<file path="config.mk">
export PLATFORM = sky130hd
export DESIGN_NAME = bias_seq_ctrl
export DESIGN_NICKNAME = d
export VERILOG_FILES = /design/src/rtl/bias_pkg.sv /design/src/rtl/bias_seq_ctrl.sv
export SDC_FILE = /design/constraint.sdc
export NUM_CORES = 1
export LEC_CHECK = 0
export ABC_AREA = 1
export CELL_PAD_IN_SITES_DETAIL_PLACEMENT = 0
export CELL_PAD_IN_SITES_GLOBAL_PLACEMENT = 2
export CORE_AREA = 3 3 124 138
export CTS_CLUSTER_DIAMETER = 100
export CTS_CLUSTER_SIZE = 30
export DETAILED_ROUTE_END_ITERATION = 6
export DIE_AREA = 0 0 127 141
export PLACE_DENSITY = 0.93
export SYNTH_ARGS = -nofsm -noshare
export SYNTH_HDL_FRONTEND = slang
export SYNTH_SLANG_ARGS = --single-unit
</file>
<file path="constraint.sdc">
create_clock -name clk -period 3.57 [get_ports clk]
set_input_delay 0.5355 -clock clk [delete_from_list [all_inputs] [get_ports clk]]
set_output_delay 0.5355 -clock clk [all_outputs]
set_load 0.01 [all_outputs]
</file>
<file path="src/rtl/bias_pkg.sv">
// Shared types and default sizing for the bias sequencing controller.
package bias_pkg;

  localparam int DEF_WIDTH     = 8;
  localparam int DEF_N_NEURONS = 4;
  localparam int DEF_TIMEOUT   = 16;

  typedef enum logic [2:0] {
    IDLE,
    ISSUE,
    WAIT,
    STORE,
    DONE
  } bias_state_t;

  // Index width that stays legal for a single-entry configuration.
  function automatic int idx_width(input int n);
    return (n > 1) ? $clog2(n) : 1;
  endfunction

endpackage

</file>
<file path="src/rtl/bias_seq_ctrl.sv">
// Initiator for the single-IO bias handshake: issues N input/bias pairs in turn and buffers results.
// Optional BIAS_TIMEOUT_EN adds a per-slot ready timeout with a sticky error flag.
//
//  state | meaning
//  IDLE  | waiting for start; slot buffers writable
//  ISSUE | one-cycle bias_enable pulse for slot idx
//  WAIT  | waiting for a rising edge on bias_ready
//  STORE | commit captured result to result[idx], advance or finish
//  DONE  | one-cycle completion pulse, busy already low
module bias_seq_ctrl
  import bias_pkg::*;
#(
  parameter int N_NEURONS = DEF_N_NEURONS,
  parameter int WIDTH     = DEF_WIDTH,
  parameter int TIMEOUT   = DEF_TIMEOUT,
  localparam int IDX_W    = idx_width(N_NEURONS)
) (
  input  logic             clk,
  input  logic             rst,
  input  logic             load_valid,
  input  logic [IDX_W-1:0] load_idx,
  input  logic [WIDTH-1:0] load_in,
  input  logic [WIDTH-1:0] load_bias,
  input  logic             start,
  output logic             bias_enable,
  output logic [WIDTH-1:0] bias_in,
  output logic [WIDTH-1:0] bias_val,
  input  logic             bias_ready,
  input  logic [WIDTH-1:0] bias_out,
  input  logic [IDX_W-1:0] rd_idx,
  output logic [WIDTH-1:0] rd_data,
  output logic             busy,
  output logic             done,
  output logic             error
);

  // Buffers are sized to the full index range so any index decodes safely.
  localparam int DEPTH = 1 << IDX_W;
  localparam logic [IDX_W-1:0] LAST_IDX = IDX_W'(N_NEURONS - 1);

  bias_state_t      state;
  logic [IDX_W-1:0] idx;
  logic [IDX_W-1:0] next_idx;
  logic [WIDTH-1:0] in_mem   [DEPTH];
  logic [WIDTH-1:0] bias_mem [DEPTH];
  logic [WIDTH-1:0] res_mem  [DEPTH];
  logic [WIDTH-1:0] captured;
  logic [WIDTH-1:0] first_in;
  logic [WIDTH-1:0] first_bias;
  logic             ready_q;
  logic             ready_rise;
  logic             load_ok;

  assign ready_rise = bias_ready & ~ready_q;
  assign load_ok    = load_valid && (state == IDLE || state == DONE);
  assign next_idx   = idx + 1'b1;
  assign rd_data    = res_mem[rd_idx];

  // A slot-0 write in the start cycle must reach the first issue.
  assign first_in   = (load_ok && load_idx == '0) ? load_in   : in_mem[0];
  assign first_bias = (load_ok && load_idx == '0) ? load_bias : bias_mem[0];

`ifdef BIAS_TIMEOUT_EN
  localparam int TMO_W = idx_width(TIMEOUT);
  localparam logic [TMO_W-1:0] TMO_LOAD = TMO_W'(TIMEOUT - 1);

  logic [TMO_W-1:0] tmo_cnt;
  logic             error_q;

  assign error = error_q;
`else
  assign error = 1'b0;
`endif

  always_ff @(posedge clk) begin
    ready_q <= bias_ready;
    if (rst) begin
      state       <= IDLE;
      idx         <= '0;
      bias_enable <= 1'b0;
      bias_in     <= '0;
      bias_val    <= '0;
      busy        <= 1'b0;
      done        <= 1'b0;
      captured    <= '0;
      ready_q     <= 1'b0;
      for (int i = 0; i < DEPTH; i++) begin
        in_mem[i]   <= '0;
        bias_mem[i] <= '0;
        res_mem[i]  <= '0;
      end
`ifdef BIAS_TIMEOUT_EN
      tmo_cnt <= '0;
      error_q <= 1'b0;
`endif
    end else begin
      bias_enable <= 1'b0;
      done        <= 1'b0;
      if (load_ok) begin
        in_mem[load_idx]   <= load_in;
        bias_mem[load_idx] <= load_bias;
      end
      case (state)
        IDLE: begin
          if (start) begin
            state       <= ISSUE;
            idx         <= '0;
            busy        <= 1'b1;
            bias_enable <= 1'b1;
            bias_in     <= first_in;
            bias_val    <= first_bias;
`ifdef BIAS_TIMEOUT_EN
            error_q     <= 1'b0;
`endif
          end
        end
        ISSUE: begin
          state <= WAIT;
`ifdef BIAS_TIMEOUT_EN
          tmo_cnt <= TMO_LOAD;
`endif
        end
        WAIT: begin
          if (ready_rise) begin
            captured <= bias_out;
            state    <= STORE;
          end
`ifdef BIAS_TIMEOUT_EN
          else if (tmo_cnt == '0) begin
            captured <= '0;
            error_q  <= 1'b1;
            state    <= STORE;
          end else begin
            tmo_cnt <= tmo_cnt - 1'b1;
          end
`endif
        end
        STORE: begin
          res_mem[idx] <= captured;
          if (idx == LAST_IDX) begin
            state <= DONE;
            done  <= 1'b1;
            busy  <= 1'b0;
            idx   <= '0;
          end else begin
            idx         <= next_idx;
            state       <= ISSUE;
            bias_enable <= 1'b1;
            bias_in     <= in_mem[next_idx];
            bias_val    <= bias_mem[next_idx];
          end
        end
        DONE:    state <= IDLE;
        default: state <= IDLE;
      endcase
    end
  end

endmodule

</file>
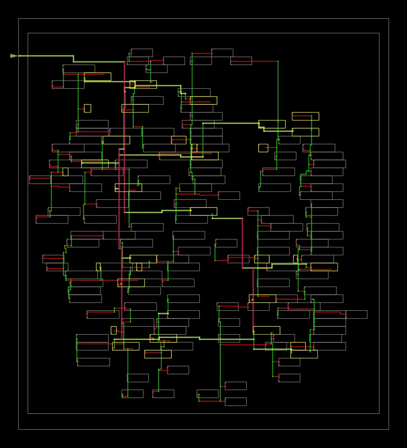
(clock routing)
TritonCTS Buffers: 17
Clock Skew: 6.958 ps
clock network power: 1730 uW
clock sinks: 129
clk latency late pin: 420 ps

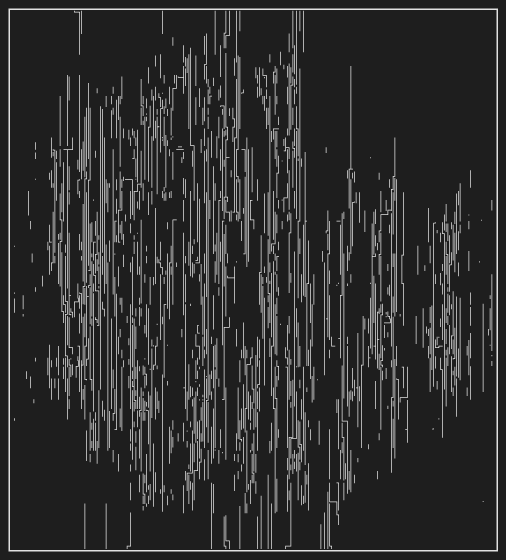
(signal wires on met2)
- longest straight run: 73.8 um
- share of all routed wire: 50%
- main direction: vertical
met2 Use GR: 0.2932
Final Routed Wirelength: 14860 um

==> Changelog: implementation <==
### Metrics

* Outcome: complete, no violations
* # DRC at 0
* Routed Antenna Nets at 0
* Routed WL per cell at roughly 16 um
* Fmax at ~0.32 GHz
* Placed Cells at 896
* Hold Fails Final Rpt at 0
* Crit. End Element: output pin
* Yosys synthesis chip area at approximately 6000 sq um
* CTS resizes at 0
* P_sw at 975.6 uW
* Tap Count at around 200
* Min Tclk post-route at between 3000 and 4000 ps
* Inserted Diodes at 0
* First-pass GRT wire length at 23550 um
* Worst Path Required at just over 3000 ps
* RSZ-0062 raised after global routing: no
* Area added between synthesis and finish at 23.05%
* Hold wc startpoint: busy$_SDFFE_PP0P_
* Vias in the first global route at 4591
* Clkbuf count at 26
* Htree depth at 4
* Via-to-Cell Ratio at ~5.0
* First-pass detailed-route iteration total at 5
* Largest class: registers
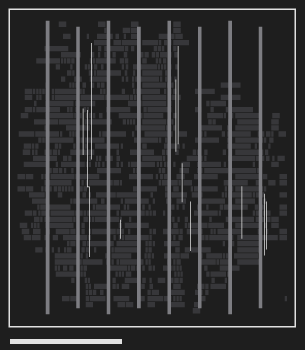
(the metal 4 layer)
Bar = 50 um. Supply wires on this layer in gray.
- wire length on this layer: 332 um
- share of all routed wire: 2.2%
- nets with wire on the layer: 9
- longest straight run: 51.7 um
vias: 4669

-- logic make-up (layout without fill, tap and decap cells) --
| kind of cell | count (synthesis) | count (layout) | share of synthesized area |
|---|---|---|---|
| flops | 129 | 129 | 0.5972 |
| compound gates | 80 | 80 | 0.07086 |
| buf+inv | 113 | 186 | 0.08351 |
| other cells | 1 | 1 | 0.0006320 |
| simple gates | 331 | 331 | 0.2457 |
| fa+ha+maj | 1 | 1 | 0.002108 |
-- flip-flops by register name, indices dropped and copies added (netlist names) --
| register | flops |
|---|---|
| state | 3 |
| captured | 8 |
| bias_in | 8 |
| bias_val | 8 |
| bias_mem | 32 |
| idx | 2 |
| in_mem | 32 |
| busy | 1 |
| done | 1 |
| res_mem | 32 |
| ready_q | 1 |
| bias_enable | 1 |
-- worst max-delay path, cell delays in order --
cell and delay, ps:
clkdlybuf4s50_1 670, inv_1 440, o21ai_0 170, o22ai_1 180
clkdlybuf4s50_1 570
-- path summary, 6_finish.rpt --
path | end
max reg2reg | res_mem[3][0]$_DFFE_PP_
min reg2reg | busy$_SDFFE_PP0P_
max | rd_data[0]
min | busy$_SDFFE_PP0P_
-- per-stage QoR --
stage / cell area (sq um) / utilization / total power [uW] / setup WS [ps] / hold WS (ps)
4_1_cts: 7301 / 0.4640 / 4015 / 532.4 / 506.5
2_1_floorplan: 5933 / - / 2076 / 1169 / 488.1
5_1_grt: 7301 / 0.4640 / 4142 / 270.1 / 527.4
6_report: 7301 / 0.4640 / 3987 / 471.6 / 516.5
3_5_place_dp: 6691 / 0.4253 / 2292 / 527.6 / 493.2
3_3_place_gp: 6691 / 0.4253 / 2281 / 686.9 / 491.3
-- layer usage --
metal,wire [um],up-vias,GRT usage
li1,-,2293,-
met5,0,-,0
met2,7415,169,0.2932
met3,897,28,0.04547
met4,332,0,0.06550
met1,6217,2179,0.2072
No activity file was given, so power comes from the tool's default toggle rates.
